`config.mk`:
```
export PLATFORM = sky130hd
export DESIGN_NAME = stream_pkt_tx
export DESIGN_NICKNAME = d
export VERILOG_FILES = /design/src/rtl/stream_pkt_tx.sv
export SDC_FILE = /design/constraint.sdc
export NUM_CORES = 1
export LEC_CHECK = 0
export CORE_ASPECT_RATIO = 1.25
export CORE_MARGIN = 5
export CORE_UTILIZATION = 35
export CTS_CLUSTER_DIAMETER = 60
export DETAILED_ROUTE_END_ITERATION = 10
export PLACE_DENSITY_LB_ADDON = 0.2
export SLEW_MARGIN = 10
export SYNTH_ARGS = -nofsm -noshare
export SYNTH_HDL_FRONTEND = slang
export SYNTH_SLANG_ARGS = --single-unit
```
`constraint.sdc`:
```
create_clock -name clk -period 2.08 [get_ports clk]
set_input_delay 0.52 -clock clk [delete_from_list [all_inputs] [get_ports clk]]
set_output_delay 0.52 -clock clk [all_outputs]
set_load 0.1 [all_outputs]
```
`src/rtl/stream_pkt_tx.sv`:
```
// Valid/ready packet transmitter: emits i_len beats of incrementing data from i_start_val.
// Optional inter-beat throttling is enabled by defining STREAM_PKT_TX_THROTTLE_EN.
//
// state | meaning
// IDLE  | waiting for i_start; o_beat_cnt holds last packet's count
// SEND  | a beat is presented on o_data/o_valid until accepted
// DONE  | packet finished; o_done pulses on the following cycle
// GAP   | one-cycle bubble between beats (throttle build only)
module stream_pkt_tx #(
  parameter int DWIDTH = 8,
  parameter int LWIDTH = 8
) (
  input  logic              clk,
  input  logic              rstn,
  input  logic              i_start,
  input  logic [DWIDTH-1:0] i_start_val,
  input  logic [LWIDTH-1:0] i_len,
  input  logic              i_ready,
  output logic [DWIDTH-1:0] o_data,
  output logic              o_valid,
  output logic              o_last,
  output logic              o_busy,
  output logic              o_done,
  output logic [LWIDTH-1:0] o_beat_cnt
);

  localparam logic [1:0] ST_IDLE = 2'd0;
  localparam logic [1:0] ST_SEND = 2'd1;
  localparam logic [1:0] ST_DONE = 2'd2;
`ifdef STREAM_PKT_TX_THROTTLE_EN
  localparam logic [1:0] ST_GAP  = 2'd3;
`endif

  logic [1:0]        state;
  logic [LWIDTH-1:0] len_q;
  logic              xfer;
  logic              gap_take;

  assign xfer   = o_valid & i_ready;
  assign o_busy = (state != ST_IDLE);

`ifdef STREAM_PKT_TX_THROTTLE_EN
  logic [7:0] lfsr;

  // Fibonacci LFSR, taps 8,6,5,4; free-running from the reset seed
  always_ff @(posedge clk or negedge rstn) begin
    if (!rstn) begin
      lfsr <= 8'hA5;
    end else begin
      lfsr <= {lfsr[6:0], lfsr[7] ^ lfsr[5] ^ lfsr[4] ^ lfsr[3]};
    end
  end

  assign gap_take = lfsr[0];
`else
  assign gap_take = 1'b0;
`endif

  always_ff @(posedge clk or negedge rstn) begin
    if (!rstn) begin
      state      <= ST_IDLE;
      len_q      <= '0;
      o_data     <= '0;
      o_valid    <= 1'b0;
      o_last     <= 1'b0;
      o_done     <= 1'b0;
      o_beat_cnt <= '0;
    end else begin
      o_done <= (state == ST_DONE);
      case (state)
        ST_IDLE: begin
          if (i_start) begin
            o_beat_cnt <= '0;
            len_q      <= i_len;
            if (i_len != '0) begin
              o_data  <= i_start_val;
              o_valid <= 1'b1;
              o_last  <= (i_len == LWIDTH'(1));
              state   <= ST_SEND;
            end else begin
              state <= ST_DONE;
            end
          end
        end
        ST_SEND: begin
          if (xfer) begin
            o_beat_cnt <= o_beat_cnt + LWIDTH'(1);
            if (o_last) begin
              o_valid <= 1'b0;
              o_last  <= 1'b0;
              state   <= ST_DONE;
            end else begin
              o_data <= o_data + DWIDTH'(1);
              // beats accepted after this one is cnt+1; next beat is final when cnt+2 == len
              o_last <= ((o_beat_cnt + LWIDTH'(2)) == len_q);
              if (gap_take) begin
                o_valid <= 1'b0;
`ifdef STREAM_PKT_TX_THROTTLE_EN
                state   <= ST_GAP;
`endif
              end
            end
          end
        end
        ST_DONE: begin
          state <= ST_IDLE;
        end
`ifdef STREAM_PKT_TX_THROTTLE_EN
        ST_GAP: begin
          o_valid <= 1'b1;
          state   <= ST_SEND;
        end
`endif
        default: begin
          state   <= ST_IDLE;
          o_valid <= 1'b0;
          o_last  <= 1'b0;
        end
      endcase
    end
  end

endmodule

```
==> notes.org, run 1 <==
#+TITLE: Synthesis and PnR summary

** Logic synthesis
- Most instantiated library cell after synthesis :: dfrtp_1
- The synthesized design contains 0 enable-type register cells.
- Yosys warning tally :: 0
- Per the post-synthesis report, the number of cells in the design is between 150 and 200.
- Sequential elements use between 40% and 50% of the synthesized area.

** Timing
- Final Setup Violations :: 0
- At the pin with the least slew margin, the transition time is between 0.3 and 0.4 ns.
- In this build the clock could be raised as far as between 400 and 500 MHz.
- Period utilisation layout :: slightly below 100%
- Setup repair after global routing missed its margin :: false
- Endpoints failing hold in the final report were tallied at 0.

** Setup path
- Depth of the most critical reg-to-reg path :: 5
- Critical path arrival :: ~2.2 ns
- CP delay by family, top :: simple AND/OR/NAND/NOR gates
- Critical path startpoint :: i_len[5]
- Reg2reg end :: o_last$_DFFE_PN0P_
- Together, buffers and inverters on the worst path number 1.

** CTS
- The number of gates resized after CTS was 5.

** Global route
- The number of global-route vias before repair came to roughly 1600.

** Route
- The script parses the final routing iteration and logs DRC violations as 0.
- Router iterations before antenna repair :: 4

** Power and ir drop
- The leakage component of the power was reported as between 1 and 1.5 nW.
- Across the VDD grid, the largest voltage drop is approximately 0.75 mV.
- Sequential cells account for 25.8% of the total power.
- Clock-net power :: roughly 0.47 mW

** Die
- According to the floorplan report, the die height is slightly below 90 um.

** Cells and area
- 0 antenna diodes ended up in the layout.
- In the final layout, flip-flops and latches take up ~29% of the cell area.

** Placed design
- Cells after DPL :: 291

** Run status
- The run finished with clean final reports.
-- run 1: metrics by stage --
stage / worst slack (ns) / utilization, % / hold slack, ns
global route: 0.0206 / 53.0 / 0.517
detailed placement: -0.444 / 50.5 / 0.482
CTS: 0.0119 / 52.7 / 0.493
finish: 0.0453 / 53.0 / 0.489
floorplan: 0.0287 / - / 0.224
global placement: -0.419 / 50.5 / 0.484
-- run 1: placed cells by master, fill, tap and decap left out, drive strengths merged, types with 3 or more instances in the layout --
cell           count
buf               35
and3               4
a21oi             13
nand3             11
or4                3
mux2               8
nand2b             3
nand2             17
a31oi              8
o21ai             21
clkbuf             7
ha                 3
xnor2              4
dfrtp             29
inv                3
xor2               5
nand4              3
nor2b              3
nor2               9
or3                5
clkdlybuf4s50     15
-- run 1: logic make-up (layout without fill, tap and decap cells) --
family | count (synthesis) | after routing | synth area share, %
adder cells (fa/ha/maj) | 3 | 3 | 2.19
AND/OR/NAND/NOR | 65 | 66 | 20.6
buffers and inverters | 11 | 64 | 3.57
XOR/XNOR | 9 | 9 | 4.59
multiplexers | 9 | 9 | 5.84
AND-OR/OR-AND | 59 | 59 | 20.9
flip-flops | 29 | 29 | 42.3
-- run 1: state kept, by name (all words and copies together), names as in the netlist --
signal	cells
len_q	8
o_beat_cnt	8
o_data	8
o_done	1
o_last	1
o_valid	1
state	2
-- run 1: per-layer routing --
layer | vias up | track usage [%] | part of all wire (%)
li1 | 798 | - | -
met1 | 787 | 17.7 | 41
met2 | 50 | 25.8 | 51
met3 | 4 | 4.09 | 7.0
met4 | 0 | 7.21 | 1.2
met5 | - | 0 | 0
Figure 1. Close-up of the layout (run 1).
Window x 24 to 49, y 14 to 39 um. Cells in gray, sequential cells in the stronger gray; small squares are vias.
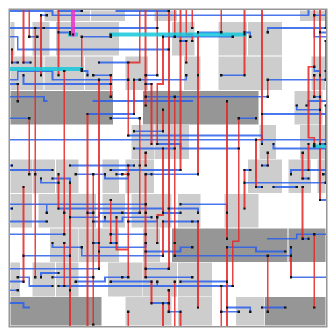
| layer | color |
|---|---|
| metal 1 | blue |
| metal 2 | red |
| metal 4 | magenta |
| metal 3 | cyan |
most frequent: buf_4 (7), a21oi_1 (4), dfrtp_1 (4)
sequential cells in the window: 5
netlist names of flops here include: `state` (2)
cells with their middle in the window: 47

Figure 2. Where the registers sit (run 1).
Drawn at 3 px/um. Other sequential cells in the stronger gray, the rest of the logic in the fainter gray.
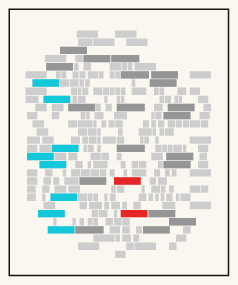
| netlist name | color | sequential cells |
|---|---|---|
| `len_q` | cyan | 8 |
| `state` | red | 2 |

Figure 3. Logic cells by family (run 1).
Drawn at 3 px/um.
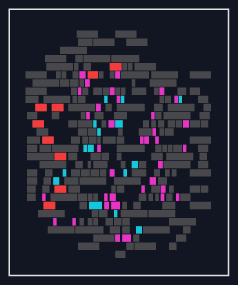
| family | color | cells | most used |
|---|---|---|---|
| nand cells | magenta | 35 | nand2_1 |
| nor cells | cyan | 15 | nor2_1 |
| mux cells | red | 9 | mux2_2 |
top logic cell by instance count in the layout: dfrtp_1
final cell count without fillers: 299
combinational share of cell area: 38.2%

## Run 2: what changed since run 1
- PLACE_DENSITY_LB_ADDON: 0.2 -> not set
Figure 4. Routing congestion map (run 2).
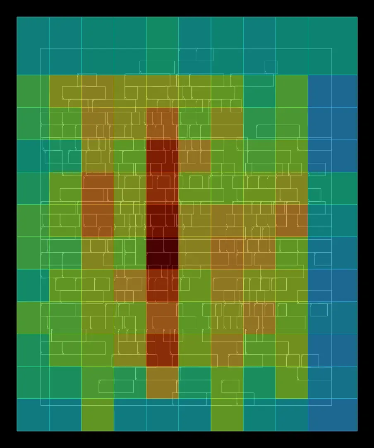
Routed wire per std cell: 14.9 um
GR Layer Usage met2: 25.5%
share of the core filled with cells: 53.8%

==> run 2 against run 1 <==
Against the previous run: synthesized cell count stayed put; sequential power hardly changed; core utilization is 0.82 points higher; critical path depth stayed put; first-iteration DRC count is 12% higher; register-to-register slack worse by 0.03 ns; sequential share of layout area is 0.45 points lower; via count is 2.1% lower; cell count is 0.67% higher; die size stayed put; fmax is 0.48% lower; critical path type unchanged; critical endpoint unchanged; largest cell class unchanged.
==> notes.org, run 2 <==
#+TITLE: Synthesis and PnR summary

** Logic synthesis
- The number of enable flip-flop cells was 0 (unchanged).
- Count of distinct cell types in the synthesized netlist :: approximately 48
- The xor/xnor cell area share of the yosys netlist is 4.60% (unchanged).
- The number of warning messages in the yosys log is 0 (unchanged).
- The multiplexer share of the synthesized area is 5.84% (unchanged).
- The area share of fa/ha/maj cells after synthesis is 2.19% (unchanged).
- Simple share :: 20.6% (unchanged)
- Per the Yosys statistics, synthesis produced between 150 and 200 cells.
- The post-synthesis cell count came to 185 (unchanged).
- AO/OA Area Share :: 20.9% (unchanged)
- The fraction of the yosys area taken by sequential cells came to 42.3% (unchanged).
- Most instantiated library cell after synthesis :: dfrtp_1

** Route
- The met1 routed wirelength after detailed routing came to 1.95 mm (+4.4%).
- The wire length on met3 is 293 um (-8.4%).
- The total DRC errors in the routed layout is 0 (unchanged).
- Top Layer Used :: met4
- Met2 routed wirelength :: 2.17 mm (-6.2%)

** Global route
- The met3 global-route usage came to 4.32% (+0.23 points).
- Aggregate global-route resource usage :: 15.2%
- Vias in the first global route :: 1616 (-0.92%)
- Met1 capacity usage during global routing :: 18.5% (+0.85 points)

** Setup path
- Category of the critical setup timing path :: in2reg
- Per the timing report, the most critical flop-to-flop path finishes at o_last$_DFFE_PN0P_.
- The sum of buffers and inverters on the critical path came to 1 (unchanged).
- CP delay by family, top :: simple AND/OR/NAND/NOR gates
- The arrival time at the worst endpoint came to 2.21 ns (about the same).
- Depth of the most critical reg-to-reg path :: 5 (unchanged)

** Cells and area
- The antenna diode count is 0 (unchanged).
- Layout Nets :: ~260
- The library cells used most frequently in the layout, excluding fill and tap cells, are dfrtp_1 (24), o21ai_0 (20), buf_4 (20).
- The post-route non-filler standard cell count was 301 (+0.67%).
- In the final layout, the registers with the most flip-flops are len_q: 8 flops, o_beat_cnt: 8 flops, o_data: 8 flops.
- Top logic cell by instance count in the layout :: dfrtp_1

** Run status
- The run finished with clean final reports.

** Power and ir drop
- Leakage :: 1.10 nW (+4.0%)
- The clock network power consumption came to 0.515 mW (+11%).
- The worst IR drop on VDD is 0.802 mV (+7.2%).
- The sequential group share of total power came to 25.4% (-0.4 points).

** Timing
- The number of hold-slack violations in the final timing report is 0 (unchanged).
- Setup repair after global routing left no endpoint under its margin.
- The smallest hold slack was 0.513 ns (+0.0237 ns).
- Relative slew margins :: 68.3%
- Worst-margin pin slew :: 0.476 ns (+0.0895 ns)
- The final worst-path cycle share is 98.3% (+0.48 points).

** Placed design
- The cell total after placement was 291 (unchanged).

** Die
- Height of the chip :: 88.3 um (unchanged)
-- run 2: worst register-to-register path, cell delays in order (launching register included) --
cell,delay (ns)
dfrtp_2,0.46
ha_1,0.30
and4_1,0.28
and3_1,0.17
o211ai_1,0.10
o41ai_1,0.34
-- run 2: cells by family (layout without fill, tap and decap cells) --
| group | after synthesis | count (layout) |
|---|---|---|
| adder cells (fa/ha/maj) | 3 | 3 |
| AND-OR/OR-AND | 59 | 59 |
| AND/OR/NAND/NOR | 65 | 66 |
| XOR/XNOR | 9 | 9 |
| buffers and inverters | 11 | 66 |
| flip-flops | 29 | 29 |
| multiplexers | 9 | 9 |
-- run 2: layout make-up --
class	count	area [um2]	area share, %
Inverter	3	11.3	0.442
Tap cell	60	75.1	2.95
Clock buffer	7	96.3	3.79
Clock inverter	1	5.00	0.197
Sequential cell	29	732	28.8
Timing Repair Buffer	55	673	26.5
Multi-Input combinational cell	146	952	37.4
-- run 2: per-stage QoR --
step	area (um2)	setup WS, ns	TNS, ns	utilization (%)	power [mW]
after floorplan	1720	0.0287	0	-	3.02
after global routing	2540	0.0194	0	53.8	4.78
after global placement	2400	-0.399	-3.23	50.7	4.00
after detailed placement	2400	-0.449	-3.66	50.7	4.01
final	2540	0.0354	0	53.8	4.51
after CTS	2520	0.0000637	0	53.3	4.54
-- run 2: how the worst max path moves through the flow --
stage,from,to,slack (ns),cells past startpoint
floorplan,o_last$_DFFE_PN0P_,o_data[5]$_DFFE_PN0P_,0.03,5
global placement,i_len[5],o_data[6]$_DFFE_PN0P_,-0.40,5
detailed placement,i_len[5],o_data[6]$_DFFE_PN0P_,-0.45,5
CTS,i_len[1],o_data[7]$_DFFE_PN0P_,0.00006,5
global route,i_len[3],o_data[6]$_DFFE_PN0P_,0.02,5
finish,i_len[3],o_data[6]$_DFFE_PN0P_,0.04,5
## Run 3: what changed since run 2
- ABC_AREA: not set -> 1
Figure 5. Close-up of the layout (run 3).
Window x 25 to 50, y 15 to 40 um. Cells in gray, sequential cells in the stronger gray; small squares are vias.
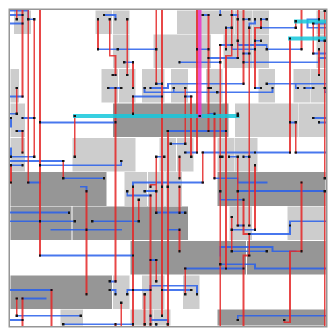
| layer | color |
|---|---|
| metal 1 | blue |
| metal 2 | red |
| metal 4 | magenta |
| metal 3 | cyan |
most frequent: nand2_1 (16), dfrtp_1 (7), inv_1 (6)
sequential cells in the window: 8
cells with their middle in the window: 45
netlist names of flops here include: `len_q` (4), `o_beat_cnt` (2), `o_data` (2)

==> run 3 against run 2 <==
Against the previous run: core utilization is 3.1 points lower; non-clock buffer count is 11 lower; synthesized area is 5.4% higher; synthesized cell count is 45% higher; critical path depth is 5 higher; highest routed layer unchanged; largest power group unchanged; combinational power is 2% higher; via count is 9.2% higher; hold slack worse by 0.0014 ns; first-iteration DRC count is 37% lower.
==> notes.org, run 3 <==
#+TITLE: Synthesis and PnR summary

** Timing
- The worst setup margin was 0.195 ns (+0.159 ns).
- Setup repair after global routing missed its margin :: false
- The transition time at the pin with the least slew margin is 0.430 ns (-0.0459 ns).
- The smallest hold slack came to 0.511 ns (-0.00136 ns).
- Relative slew margins :: 71.3% (+3.0 points)
- Endpoints failing hold :: 0 (unchanged)

** Placed design
- The worst setup timing slack at the placement stage was -0.103 ns (+0.346 ns).
- The cell total after placement was 368 (+26%).
- The total placed instance area came to 2460 um2 (+2.3%).

** Route
- The total DRC errors in the routed layout came to 0 (unchanged).
- Routed wire per std cell :: 11.6 um (-22%)

** Power and ir drop
- Part of the power in registers :: 25.7% (+0.3 points)
- Leakage :: 1.28 nW (+17%)
- The clock network power consumption was 0.507 mW (-2%).
- Sum of internal, switching and leakage power :: 4.58 mW (+1.7%)

** Logic synthesis
- Parity-gate share of the synthesized area counting xor and xnor cells :: 1.45% (-3.1 points)
- Yosys warning tally :: 0 (unchanged)
- The number of enable flip-flop cells was 0 (unchanged).
- Number of standard cells reported by yosys :: 268 (+45%)
- The area share of fa/ha/maj cells after synthesis was 2.08% (-0.11 points).
- Proportion of synthesized chip area in sequential cells :: 40.1% (-2.2 points)
- AO/OA Area Share :: 9.20% (-12 points)
- Instance count of the mapped netlist :: 268 (+45%)
- Count of distinct cell types in the synthesized netlist :: 26 (-46%)
- The multiplexer share of the synthesized area was 0% (-5.8 points).
- Most instantiated library cell after synthesis :: nand2_1
- Simple share :: 35.7% (+15 points)

** Setup path
- Category of the critical setup timing path :: in2reg

** Cells and area
- The registers reported with the highest flop counts are len_q: 8 flops, o_beat_cnt: 8 flops, o_data: 8 flops.
- The library cells used most frequently in the layout, excluding fill and tap cells, are nand2_1 (93), inv_1 (43), dfrtp_1 (28).
- Final cell count without fillers :: 376 (+25%)
- The final design instance area without fill came to 2560 um2 (+0.49%).
- The final net count came to 336 (+28%).

** Run status
- Run status :: complete, no violations

** Global route
- Aggregate global-route resource usage :: 14.2% (-1.0 points)
- The number of global-route vias before repair came to 1702 (+5.3%).
## run 3: cell types whose count changed after synthesis, sizes merged, moves of 4 or more
cell / change
nand2: +79
inv: +42
nor2: +14
nand3: +11
mux2: -8
a31oi: -7
a21oi: -6
and3: -4
or3: -4
xor2: -4
## run 3: path summary, 6_finish.rpt
path	startpoint	end	cells past startpoint
max reg2reg	state[0]$_DFFE_PN0P_	o_data[2]$_DFFE_PN0P_	8
max	i_len[7]	o_data[2]$_DFFE_PN0P_	10
min in group asynchronous	rstn	o_beat_cnt[1]$_DFFE_PN0P_	2
max in group asynchronous	rstn	o_beat_cnt[2]$_DFFE_PN0P_	2
min reg2reg	len_q[0]$_DFFE_PN0P_	len_q[0]$_DFFE_PN0P_	2
min	len_q[0]$_DFFE_PN0P_	len_q[0]$_DFFE_PN0P_	2
## run 3: area by class of cell
class	instances	area, um2
repair buffers	44	603
well taps	62	77.6
clock inverters	1	5.00
multi-input cells	187	876
inverters	46	173
flip-flops and latches	29	727
fillers	506	2490
clock buffers	7	96.3
## run 3: per-layer routing
metal	GRT usage, %	wire, um	vias to the layer above	part of all wire, %
li1	-	-	925	-
met1	16.9	1810	778	42
met2	23.3	2190	44	50
met3	4.90	281	5	6.5
met4	5.04	61	0	1.4
met5	0	0	-	0
## run 3: through the flow
stage                     TNS (ns)  utilization (%)
after floorplan                  0                -
after global placement      -0.261             48.7
after detailed placement    -0.475             48.7
after CTS                        0             50.7
after global routing             0             50.7
final                            0             50.7
## run 3: kinds of logic (layout without fill, tap and decap cells)
group           after synthesis  after routing
simple gates                149            149
buf+inv                      52             98
compound gates               32             32
flops                        29             29
fa+ha+maj                     3              3
xor+xnor                      3              3
## run 3: critical path, delay by kind of cell
family	cells	cell delay (ns)
AND/OR/NAND/NOR	7	0.85
buffers and inverters	3	0.69
Power is estimated from default activity; no workload was simulated.
